`src/rtl/mmu_tile_sequencer.sv`:
```
// ============================================================================
// Module   : mmu_tile_sequencer
// Brief    : Runs one output-stationary tile on the systolic MMU: clear, feed K
//            vectors, drain the skewed wavefront, then pulse DONE.
//            Optional busy-cycle counter enabled by macro MMU_SEQ_PERF_COUNT_EN.
// Revision : 1.0 - initial release
// ============================================================================
`default_nettype none

module mmu_tile_sequencer #(
  parameter int LENGTH     = 256,
  parameter int K_WIDTH    = 16,
  parameter int ADDR_WIDTH = 16,
  parameter int RD_LATENCY = 1
) (
  input  logic                  CLK,
  input  logic                  ASYNC_RST,
  input  logic                  START,
  input  logic                  ABORT,
  input  logic [K_WIDTH-1:0]    K_LEN,
  input  logic [ADDR_WIDTH-1:0] IN_BASE,
  input  logic [ADDR_WIDTH-1:0] WT_BASE,
  output logic                  BUSY,
  output logic                  DONE,
  output logic                  IN_RD_EN,
  output logic [ADDR_WIDTH-1:0] IN_RD_ADDR,
  output logic                  WT_RD_EN,
  output logic [ADDR_WIDTH-1:0] WT_RD_ADDR,
  output logic                  FEED_VALID,
  output logic                  ARRAY_EN,
  output logic                  ARRAY_CLR,
  output logic [31:0]           PERF_CYCLES
);

  localparam int c_drain   = RD_LATENCY + 2 * (LENGTH - 1);
  localparam int c_drain_w = $clog2(c_drain + 1);
  localparam int c_cnt_w   = (K_WIDTH > c_drain_w) ? K_WIDTH : c_drain_w;
  localparam logic [c_cnt_w-1:0] c_drain_last = c_cnt_w'(c_drain - 1);
  localparam logic [c_cnt_w-1:0] c_cnt_one    = c_cnt_w'(1);

  typedef enum logic [2:0] {
    S_IDLE  = 3'd0,
    S_CLEAR = 3'd1,
    S_FEED  = 3'd2,
    S_DRAIN = 3'd3,
    S_FIN   = 3'd4
  } state_t;

  state_t                r_state;
  logic [c_cnt_w-1:0]    r_cnt;
  logic [c_cnt_w-1:0]    r_k_last;
  logic                  r_busy;
  logic                  r_done;
  logic                  r_in_rd_en;
  logic                  r_wt_rd_en;
  logic [ADDR_WIDTH-1:0] r_in_addr;
  logic [ADDR_WIDTH-1:0] r_wt_addr;
  logic                  r_array_en;
  logic                  r_array_clr;
  logic                  w_feed_valid;

  // All outputs are registered alongside the state so they line up with it.
  always_ff @(posedge CLK or negedge ASYNC_RST) begin
    if (!ASYNC_RST) begin
      r_state     <= S_IDLE;
      r_cnt       <= '0;
      r_k_last    <= '0;
      r_busy      <= 1'b0;
      r_done      <= 1'b0;
      r_in_rd_en  <= 1'b0;
      r_wt_rd_en  <= 1'b0;
      r_in_addr   <= '0;
      r_wt_addr   <= '0;
      r_array_en  <= 1'b0;
      r_array_clr <= 1'b0;
    end else if (ABORT) begin
      r_state     <= S_IDLE;
      r_cnt       <= '0;
      r_k_last    <= '0;
      r_busy      <= 1'b0;
      r_done      <= 1'b0;
      r_in_rd_en  <= 1'b0;
      r_wt_rd_en  <= 1'b0;
      r_in_addr   <= '0;
      r_wt_addr   <= '0;
      r_array_en  <= 1'b0;
      r_array_clr <= 1'b0;
    end else begin
      case (r_state)
        S_IDLE: begin
          if (START) begin
            r_busy <= 1'b1;
            if (K_LEN != '0) begin
              r_k_last    <= c_cnt_w'(K_LEN - K_WIDTH'(1));
              r_in_addr   <= IN_BASE;
              r_wt_addr   <= WT_BASE;
              r_cnt       <= '0;
              r_array_clr <= 1'b1;
              r_array_en  <= 1'b1;
              r_state     <= S_CLEAR;
            end else begin
              // Empty tile: report completion without touching the array.
              r_done  <= 1'b1;
              r_state <= S_FIN;
            end
          end
        end
        S_CLEAR: begin
          r_array_clr <= 1'b0;
          r_in_rd_en  <= 1'b1;
          r_wt_rd_en  <= 1'b1;
          r_state     <= S_FEED;
        end
        S_FEED: begin
          if (r_cnt == r_k_last) begin
            r_in_rd_en <= 1'b0;
            r_wt_rd_en <= 1'b0;
            r_cnt      <= '0;
            r_state    <= S_DRAIN;
          end else begin
            r_cnt     <= r_cnt + c_cnt_one;
            r_in_addr <= r_in_addr + ADDR_WIDTH'(1);
            r_wt_addr <= r_wt_addr + ADDR_WIDTH'(1);
          end
        end
        S_DRAIN: begin
          if (r_cnt == c_drain_last) begin
            r_array_en <= 1'b0;
            r_done     <= 1'b1;
            r_cnt      <= '0;
            r_state    <= S_FIN;
          end else begin
            r_cnt <= r_cnt + c_cnt_one;
          end
        end
        S_FIN: begin
          r_done  <= 1'b0;
          r_busy  <= 1'b0;
          r_state <= S_IDLE;
        end
        default: r_state <= S_IDLE;
      endcase
    end
  end

  // Read-enable delayed by the buffer latency marks real data on the edge bus.
  if (RD_LATENCY == 1) begin : g_lat_one
    logic r_pipe;
    always_ff @(posedge CLK or negedge ASYNC_RST) begin
      if (!ASYNC_RST)  r_pipe <= 1'b0;
      else if (ABORT)  r_pipe <= 1'b0;
      else             r_pipe <= r_in_rd_en;
    end
    assign w_feed_valid = r_pipe;
  end else begin : g_lat_multi
    logic [RD_LATENCY-1:0] r_pipe;
    always_ff @(posedge CLK or negedge ASYNC_RST) begin
      if (!ASYNC_RST)  r_pipe <= '0;
      else if (ABORT)  r_pipe <= '0;
      else             r_pipe <= {r_pipe[RD_LATENCY-2:0], r_in_rd_en};
    end
    assign w_feed_valid = r_pipe[RD_LATENCY-1];
  end

`ifdef MMU_SEQ_PERF_COUNT_EN
  logic [31:0] r_perf;
  logic        w_accept;
  assign w_accept = (r_state == S_IDLE) && START && !ABORT;

  always_ff @(posedge CLK or negedge ASYNC_RST) begin
    if (!ASYNC_RST)                      r_perf <= '0;
    else if (w_accept)                   r_perf <= '0;
    else if (r_busy && (r_perf != '1))   r_perf <= r_perf + 32'd1;
  end
  assign PERF_CYCLES = r_perf;
`else
  assign PERF_CYCLES = '0;
`endif

  assign BUSY       = r_busy;
  assign DONE       = r_done;
  assign IN_RD_EN   = r_in_rd_en;
  assign WT_RD_EN   = r_wt_rd_en;
  assign IN_RD_ADDR = r_in_addr;
  assign WT_RD_ADDR = r_wt_addr;
  assign FEED_VALID = w_feed_valid;
  assign ARRAY_EN   = r_array_en;
  assign ARRAY_CLR  = r_array_clr;

endmodule

`default_nettype wire
```
`config.mk`:
```
export PLATFORM = sky130hd
export DESIGN_NAME = mmu_tile_sequencer
export DESIGN_NICKNAME = d
export VERILOG_FILES = /design/src/rtl/mmu_tile_sequencer.sv
export SDC_FILE = /design/constraint.sdc
export NUM_CORES = 1
export LEC_CHECK = 0
export CAP_MARGIN = 20
export CELL_PAD_IN_SITES_DETAIL_PLACEMENT = 0
export CELL_PAD_IN_SITES_GLOBAL_PLACEMENT = 1
export CORE_MARGIN = 3
export CORE_UTILIZATION = 39
export DETAILED_ROUTE_END_ITERATION = 16
export HOLD_SLACK_MARGIN = 0.15
export PLACE_DENSITY = 0.93
export SYNTH_ARGS = -nofsm -noshare
export SYNTH_HDL_FRONTEND = slang
export SYNTH_SLANG_ARGS = --single-unit
```
`constraint.sdc`:
```
create_clock -name CLK -period 5.86 [get_ports CLK]
set_input_delay 0.586 -clock CLK [delete_from_list [all_inputs] [get_ports CLK]]
set_output_delay 0.586 -clock CLK [all_outputs]
set_load 0.01 [all_outputs]
```
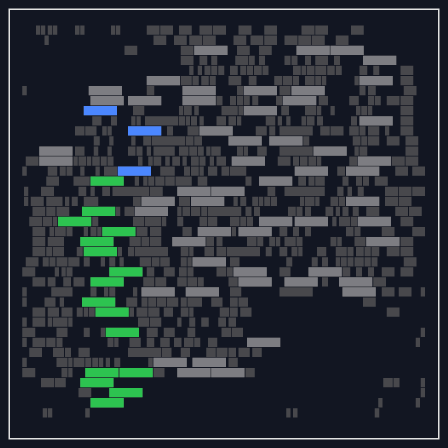
run_1/ff_map.png
Other sequential cells in the stronger gray, the rest of the logic in the fainter gray.
legend:
  r_state:
    color: blue
    placed_flops: 3
  r_k_last:
    color: green
    placed_flops: 16
post-layout utilization of the core: 0.502
sequential portion of the cell area: 0.315
FF+latch area: 1830 um2

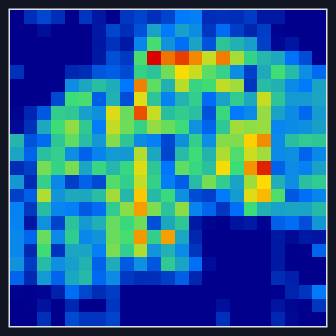
run_1/route_heat.png
23 x 23 tiles, from dark blue (low) to red (high), scaled to the fullest tile. Values are wire area over tile area, all layers added.
mean over tiles: 0.14
fullest tile: 0.54
tiles over half the peak: 16%
nearly empty tiles: 23%
wire length per cell after detailed routing: 15.8 um
global-route usage over all layers: 0.177
routed vias: 4262

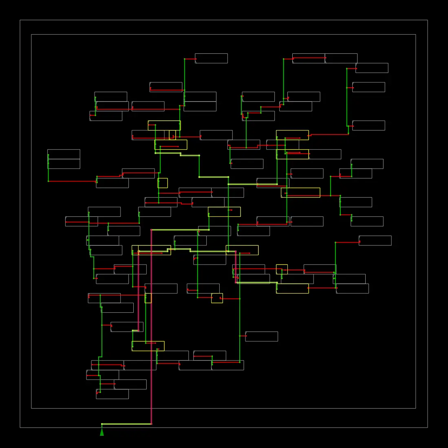
run_1/clock_nets.png
clock distribution power: 549 uW
number of clock buffer instances in the layout: 9
sink count of the clock tree: 73
Skew-Pair Late Insertion Delay: 330 ps

==> summary.log, run 1 <==
INFO  synth          ys_ff=73
INFO  setup_path     worst-setup-path-type=in -> reg
INFO  routing        drc=0
INFO  synth          postSynth.asyncResetShare=1.00
INFO  layout         filler_cell_count=1117
INFO  setup_path     cp_slowest_stage_delay=740ps
INFO  setup_path     cp_cell_sequence=clkdlybuf4s50_1 > or4_4 > nor3_4 > a21boi_2 > nor2_1 > or3_1 > o21ai_0
INFO  setup_path     worst-endpoint-required=6030ps
INFO  layout         num-nets-final=671
INFO  setup_path     total_buffers_and_inverters_traversed_by_the_critical_path=1
INFO  synth          synth-cells-yosys=537
INFO  pwr            design_power_total=1690uW
INFO  layout         final_cell_count_no_fill=761
INFO  synth          number_of_synthesized_flops_with_an_enable_pin=0
INFO  worst_hold_path hold_class=in -> async
INFO  pwr            sequential_group_power=666uW
INFO  setup_path     r2r_slack=3010ps
INFO  layout         layout-drive-gt1-share=0.0647
INFO  synth          synth.largest_area_cell=sky130_fd_sc_hd__dfrtp_1
INFO  synth          synth_compound_gate_area_share=0.214
INFO  setup_path     origin_of_the_worst_setup_path=K_LEN[7]
INFO  clocking       clockBufferDepth=2
INFO  pwr            power.net_switching=578uW
INFO  setup_path     timing.rr.end=WT_RD_ADDR[12]
INFO  setup_path     endpoint=WT_RD_ADDR[12]
INFO  routing        avgViaCountPerCell=5.60
INFO  place          dpl_cell_area=5510um2
INFO  sta            finalSetupViolations=0
INFO  routing        count_of_routing_violations_after_the_opening_detailed_route_iteration=445
INFO  pwr            pg_comb=479uW
INFO  floorplan      floorplan.die.width=116um
INFO  floorplan      design.core.area=11600um2
INFO  pwr            p_seq_frac=0.393
INFO  pwr            top_power_group=sequential cells
INFO  status         outcome=finished, final reports clean
INFO  clocking       cts_hold_buf=0
INFO  synth          synth_simple_gate_area_share=0.225
INFO  global_routing grt_antenna_before_repair=0
INFO  layout         n_all_buffers=93
INFO  layout         nFlopsAndLatches=73
INFO  synth          synth.cellmix.xorXnorShare=0.0579
INFO  setup_path     worst-endpoint-arrival=3250ps
INFO  layout         multiInputGateArea=2530um2
INFO  setup_path     critPathLaunchType=input port
INFO  synth          netlist_logic_family_top=simple AND/OR/NAND/NOR gates
INFO  synth          synth_adder_area_share=0.0160
INFO  clocking       clock_tree.htree_level_count=3
INFO  synth          yosys_warnings=0
INFO  synth          postSynth.topFlopCell=sky130_fd_sc_hd__dfrtp_1
INFO  layout         area_share_clock_buf_inv=0.0509
INFO  layout         largestClassByArea=combinational gates
INFO  pwr            vdd_drop_max=0.125mV
INFO  synth          yosys.stat.seqShare=0.390
INFO  sta            hold_slack=480ps
INFO  synth          mappedNetlistArea=4690um2
INFO  clocking       clock-root-buffer=sky130_fd_sc_hd__clkbuf_16
INFO  synth          synthDistinctLibCells=58
INFO  synth          post_synth_mux_area_share=0.00214
INFO  layout         layout.non_clock_inverters=14
INFO  synth          top_cells_by_area=sky130_fd_sc_hd__dfrtp_1 (39%), sky130_fd_sc_hd__buf_4 (5.6%), sky130_fd_sc_hd__o21ai_0 (5.1%)
INFO  place          port_buffers=90
INFO  place          preCtsSetupSlack=2390ps
INFO  layout         syn2layout_area_growth=23.9%
INFO  clocking       tritoncts=built
INFO  synth          post_synth_inst_count=537
INFO  setup_path     cp_num_cells=7
INFO  setup_path     path_depth_of_the_worst_reg2reg_path=6
INFO  place          routabilityCongestion=0.821
INFO  layout         comb_share=0.436
INFO  synth          postSynthAreaPerCell=8.73um2
INFO  pwr            internal_power=1120uW
INFO  synth          synth-area-yosys=4690um2
INFO  setup_path     critical_path_peak_fanout=29
INFO  layout         final_cell_area=5810um2
INFO  run            tool_warning_count=28
INFO  setup_path     critPathTopFamily=simple AND/OR/NAND/NOR gates
INFO  routing        drtPass1Iterations=5
INFO  floorplan      core_util_floorplan=0.405
INFO  sta            sum_of_negative_setup_slack=0ps
INFO  clocking       cts_setup_buffers=0
INFO  global_routing leftover_overflow_at_the_end_of_global_routing=0
INFO  setup_path     cp-end-kind=flip-flop
INFO  pwr            leakage=0.00249uW
INFO  layout         n_antenna_cell=0
INFO  clocking       worst_setup_hold_path_clk_slew=60ps
INFO  floorplan      top_level_ports=123
INFO  clocking       postCtsResizedCells=0
INFO  floorplan      dieHeight=116um
INFO  floorplan      placement_rows=39
INFO  place          place_inst=745
INFO  pwr            power_density=292nW/um2
INFO  sta            tightestPinTransition=1030ps
INFO  floorplan      chip_area=13400um2
INFO  sta            maximum_achievable_frequency=324MHz
INFO  pwr            comb_power_share=0.283
INFO  sta            setup_ws_post_layout=2780ps
INFO  setup_path     r2r-start=r_cnt[14]
INFO  clocking       tritoncts.num_buffers=9
INFO  pwr            p_clk_frac=0.324
INFO  layout         final-nonclk-buf-share=0.158
INFO  sta            rsz0062_at_grt=false
INFO  run            drv_cap=0
INFO  sta            slew_headroom=0.311
INFO  synth          synth_largest_type_area_fraction=0.390
INFO  floorplan      nWellTaps=143
INFO  routing        wirelength=12000um
INFO  layout         multiInputCombCellCount=422
INFO  sta            finClkSkew=8.51ps
INFO  global_routing grt_first_pass_wirelength=19300um
INFO  sta            layout_worst_path_cycle_share=0.526
INFO  sta            report.final.hold_viol_count=0
INFO  sta            post-route-min-period=3080ps
INFO  pwr            switching_share=0.341
INFO  routing        final_antenna_net_count=0
INFO  global_routing first_global_vias=3938
## run 1: metal layers
layer / global-route usage / up-vias / wire (um)
met5: 0 / - / 0
met4: 0.0487 / 0 / 96
met3: 0.0292 / 8 / 805
met2: 0.290 / 164 / 5650
met1: 0.245 / 2043 / 5470
li1: - / 2047 / -
## run 1: flip-flops by register name, summed over array words and instances (netlist names)
| signal | flops |
|---|---|
| IN_RD_ADDR | 16 |
| WT_RD_ADDR | 16 |
| r_cnt | 16 |
| r_k_last | 16 |
| r_state | 3 |
| ARRAY_CLR | 1 |
| ARRAY_EN | 1 |
| BUSY | 1 |
| DONE | 1 |
| FEED_VALID | 1 |
| WT_RD_EN | 1 |
## run 1: synth_stat cells, drive strengths merged, types with 3 or more instances
library cell,number
o211ai,10
a21oi,27
nor2b,4
o31ai,3
xor2,22
nor3b,12
or2,3
a211oi,5
nand3,27
nor2,29
xnor2,9
and3,15
ha,6
or3,7
o22ai,14
nand2,46
o21ai,56
and2,3
nor3,25
dfrtp,73
inv,14
clkbuf,12
a22oi,4
o311ai,5
or4,4
nor4,15
buf,47
a21o,14
nand4,4
## run 1: placed cells by master, fill, tap and decap left out, types with 22 or more instances in the layout
cell                              synthesis  final
sky130_fd_sc_hd__dfrtp_1                 73     73
sky130_fd_sc_hd__nor2_1                  28     28
sky130_fd_sc_hd__conb_1                   1     32
sky130_fd_sc_hd__nand3_1                 27     27
sky130_fd_sc_hd__o21ai_0                 48     48
sky130_fd_sc_hd__a21oi_1                 27     27
sky130_fd_sc_hd__clkdlybuf4s50_1          0     89
sky130_fd_sc_hd__nor3_1                  24     24
sky130_fd_sc_hd__xor2_1                  22     22
sky130_fd_sc_hd__nand2_1                 46     45
run_1/class_map.png
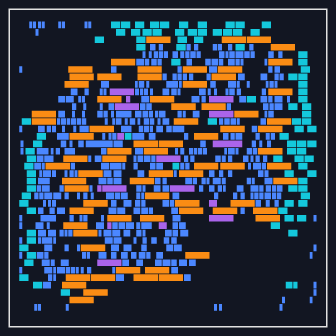

==> run 2: changes to the inputs <==
- CORE_UTILIZATION: 39 -> 37
- PLACE_DENSITY: 0.93 -> 0.89
- clock period: 5.86 -> 3 ns (I/O delays scaled with it)
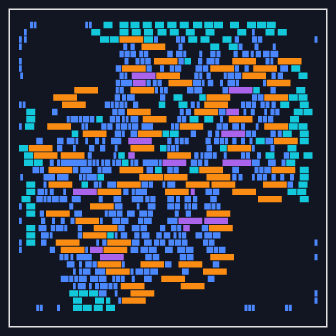
run_2/class_map.png
legend:
  clock drivers and dummy loads:
    color: purple
    cells: 16
    share_of_their_area: 5.5%
  registers:
    color: orange
    cells: 73
    share_of_their_area: 32%
  remaining logic cells:
    color: blue
    cells: 436
    share_of_their_area: 45%
  remaining buffers and delay cells:
    color: cyan
    cells: 106
    share_of_their_area: 18%
final non-filler cell area: 5960 um2
Std-Cell Core Area: 12200 um2
Site Rows: 40
sequential portion of the cell area: 0.307
post-layout utilization of the core: 0.488

==> run 2 against run 1 <==
Compared with the run above:
- clock skew shrank 2.8 ps
- synthesized cell count is the same
- worst setup slack worse by 2200 ps
- clock-buffer cell count is 3 higher
- first-iteration DRC count is 19% lower
- clock power is 100% higher
- largest cell class unchanged
- sequential power rose by 94%
- non-clock buffer count grew 13
- critical path depth did not move
- die area grew 5.1%
- sequential share of layout area decreased by 0.81 points
- worst hold slack better by 28 ps
==> summary.log, run 2 <==
INFO  status         outcome=finished, final reports clean
INFO  place          place_inst=782
INFO  global_routing grt_util_met1=0.248
INFO  sta            setup_ws_post_layout=541ps
INFO  worst_hold_path hold_path.startpoint=r_k_last[5]
INFO  clocking       clock_tree.htree_level_count=3
INFO  run            tool_warning_count=28
INFO  place          port_buffers=90
INFO  layout         layout_top_cell_excl_fill_tap=sky130_fd_sc_hd__clkdlybuf4s50_1
INFO  setup_path     origin_of_the_worst_setup_path=r_cnt[14]
INFO  layout         filler_cell_count=1174
INFO  layout         most-common-layout-cells=sky130_fd_sc_hd__clkdlybuf4s50_1 (89), sky130_fd_sc_hd__dfrtp_1 (73), sky130_fd_sc_hd__o21ai_0 (48), sky130_fd_sc_hd__nand2_1 (45), sky130_fd_sc_hd__conb_1 (32)
INFO  setup_path     r2r-start=r_cnt[14]
INFO  floorplan      core_util_floorplan=0.384
INFO  place          preCtsSetupSlack=279ps
INFO  routing        avgViaCountPerCell=5.42
INFO  setup_path     endpoint=IN_RD_ADDR[5]
INFO  worst_hold_path hold_class=reg -> reg
INFO  place          post_detailed_placement_half_perimeter_wirelength=9190um
INFO  global_routing grt_antenna_before_repair=0
INFO  setup_path     r2r_slack=540ps
INFO  routing        wl_met1=5830um
INFO  setup_path     critical_path_peak_fanout=29
INFO  run            drv_cap=0
INFO  sta            tightestPinTransition=692ps
INFO  layout         syn2layout_area_growth=27.2%
INFO  setup_path     worst-endpoint-required=3190ps
INFO  sta            report.final.hold_viol_count=0
INFO  setup_path     timing.rr.end=IN_RD_ADDR[5]
INFO  routing        final_antenna_net_count=0
INFO  clocking       clock-root-buffer=sky130_fd_sc_hd__clkbuf_16
INFO  global_routing grt_max_degree=32
INFO  synth          common_cells=sky130_fd_sc_hd__dfrtp_1 (73), sky130_fd_sc_hd__o21ai_0 (48), sky130_fd_sc_hd__nand2_1 (46), sky130_fd_sc_hd__buf_4 (35), sky130_fd_sc_hd__nor2_1 (28)
INFO  sta            sum_of_negative_setup_slack=0ps
INFO  routing        met2_routed_wl=5790um
INFO  synth          postSynth.topFlopCell=sky130_fd_sc_hd__dfrtp_1
INFO  clocking       clockBufferDepth=2
INFO  setup_path     critPathLaunchType=flip-flop
INFO  layout         final_cell_count_no_fill=799
INFO  layout         n_antenna_cell=0
INFO  clocking       cts_setup_buffers=0
INFO  synth          synthDistinctLibCells=58
INFO  floorplan      top_level_ports=123
INFO  clocking       worst_setup_hold_path_clk_slew=60ps
INFO  clocking       tritoncts.num_buffers=9
INFO  sta            slew_headroom=0.539
INFO  synth          synth-cells-yosys=537
INFO  routing        vias=4327
INFO  floorplan      dieHeight=119um
INFO  clocking       clkSinkCount=73
INFO  setup_path     path_depth_of_the_worst_reg2reg_path=7
INFO  synth          postSynth.asyncResetShare=1.00
INFO  sta            post-route-min-period=2460ps
INFO  routing        met3_wirelength=676um
INFO  pwr            power_density=573nW/um2
INFO  synth          yosys_warnings=0
INFO  synth          synth.largest_area_cell=sky130_fd_sc_hd__dfrtp_1
INFO  setup_path     worst-endpoint-arrival=2650ps
INFO  sta            finalSetupViolations=0
INFO  global_routing first_global_vias=4025
INFO  layout         layout-drive-gt1-share=0.0824
INFO  setup_path     cp-end-kind=flip-flop
INFO  global_routing met3_usage=0.0273
INFO  global_routing leftover_overflow_at_the_end_of_global_routing=0
INFO  clocking       tritoncts=built
INFO  pwr            leakage=0.00256uW
INFO  synth          postSynthAreaPerCell=8.73um2
INFO  synth          post_synth_inst_count=537
INFO  place          routabilityCongestion=0.860
INFO  floorplan      floorplan.die.width=119um
INFO  synth          number_of_synthesized_flops_with_an_enable_pin=0
INFO  sta            maximum_achievable_frequency=407MHz
INFO  routing        wirelength=12500um
INFO  routing        highest_layer=met4
INFO  synth          most_common_cell=sky130_fd_sc_hd__dfrtp_1
INFO  sta            finClkSkew=5.66ps
INFO  synth          top_cells_by_area=sky130_fd_sc_hd__dfrtp_1 (39%), sky130_fd_sc_hd__buf_4 (5.6%), sky130_fd_sc_hd__o21ai_0 (5.1%)
INFO  sta            rsz0062_at_grt=false
INFO  synth          mappedNetlistArea=4690um2
INFO  setup_path     worst-setup-path-type=reg -> reg
INFO  floorplan      chip_area=14100um2
INFO  global_routing met2_usage=0.269
INFO  pwr            design_power_total=3410uW
INFO  synth          ys_ff=73
INFO  routing        count_of_routing_violations_after_the_opening_detailed_route_iteration=361
INFO  sta            layout_worst_path_cycle_share=0.820
INFO  pwr            vdd_drop_max=0.284mV
INFO  global_routing grt_most_used_layer=met2
INFO  synth          synth_largest_type_area_fraction=0.390
INFO  routing        drtPass1Iterations=5
INFO  synth          yosys.stat.seqShare=0.390
INFO  routing        drc=0
INFO  global_routing grt_first_pass_wirelength=20400um
INFO  clocking       clk-insertion-delay-late=330ps
INFO  layout         num-nets-final=684
INFO  synth          synth-area-yosys=4690um2
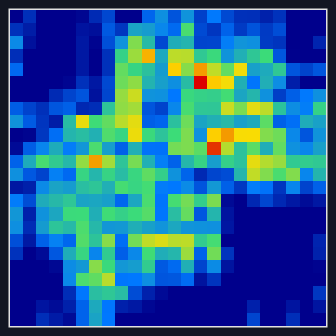
run_2/route_heat.png
24 x 24 tiles, from dark blue (low) to red (high), scaled to the fullest tile. Values are wire area over tile area, all layers added.
tiles over half the peak: 16%
nearly empty tiles: 25%
fullest tile: 0.56
global-route usage over all layers: 0.174
wire length per cell after detailed routing: 15.6 um

==> run 2: logic make-up (layout without fill, tap and decap cells) <==
logic type,after synthesis,after routing,share of synthesized area
multiplexers,1,1,0.00214
buffers and inverters,73,136,0.0948
AND-OR/OR-AND,152,152,0.214
other,1,32,0.000800
adder cells (fa/ha/maj),6,6,0.0160
XOR/XNOR,31,31,0.0579
AND/OR/NAND/NOR,200,200,0.225
flip-flops,73,73,0.390
==> run 2: power breakdown <==
group	switching, uW	internal, uW	leakage [uW]	total, uW
registers	169	1120	0.000986	1290
clock network	413	710	0.000151	1120
logic	551	452	0.00142	1000
total	1130	2280	0.00256	3410
==> run 2: repair_timing <==
item	CTS	global route
resized	0	0
hold buffers	1	0
endpoints found under the setup margin	0	0
endpoints found under the hold margin	29	0
==> run 2: stage by stage <==
stage / hold slack (ps) / instance area [um2]
floorplan: 4.41 / 4800
global placement: 378 / 5630
detailed placement: 388 / 5630
CTS: 515 / 5960
global route: 537 / 5960
finish: 508 / 5960
==> run 2: worst max-delay path, cell delays in order, from the launching register on <==
cell                      delay [ps]
sky130_fd_sc_hd__dfrtp_1         440
sky130_fd_sc_hd__xor2_1          180
sky130_fd_sc_hd__nor4_1          350
sky130_fd_sc_hd__nand4_1         400
sky130_fd_sc_hd__nor2_1          320
sky130_fd_sc_hd__or3_1           150
sky130_fd_sc_hd__buf_4           300
sky130_fd_sc_hd__o21ai_0         160
==> run 2: final cells by class <==
type	instances	area (um2)	share of cell area
inverters	14	52.6	0.00882
clock buffers	12	267	0.0447
multi-input cells	422	2530	0.425
repair buffers	106	1020	0.171
clock inverters	4	50.0	0.00840
well taps	168	210	0.0353
flip-flops and latches	73	1830	0.307
No activity file was given, so power comes from the tool's default toggle rates.
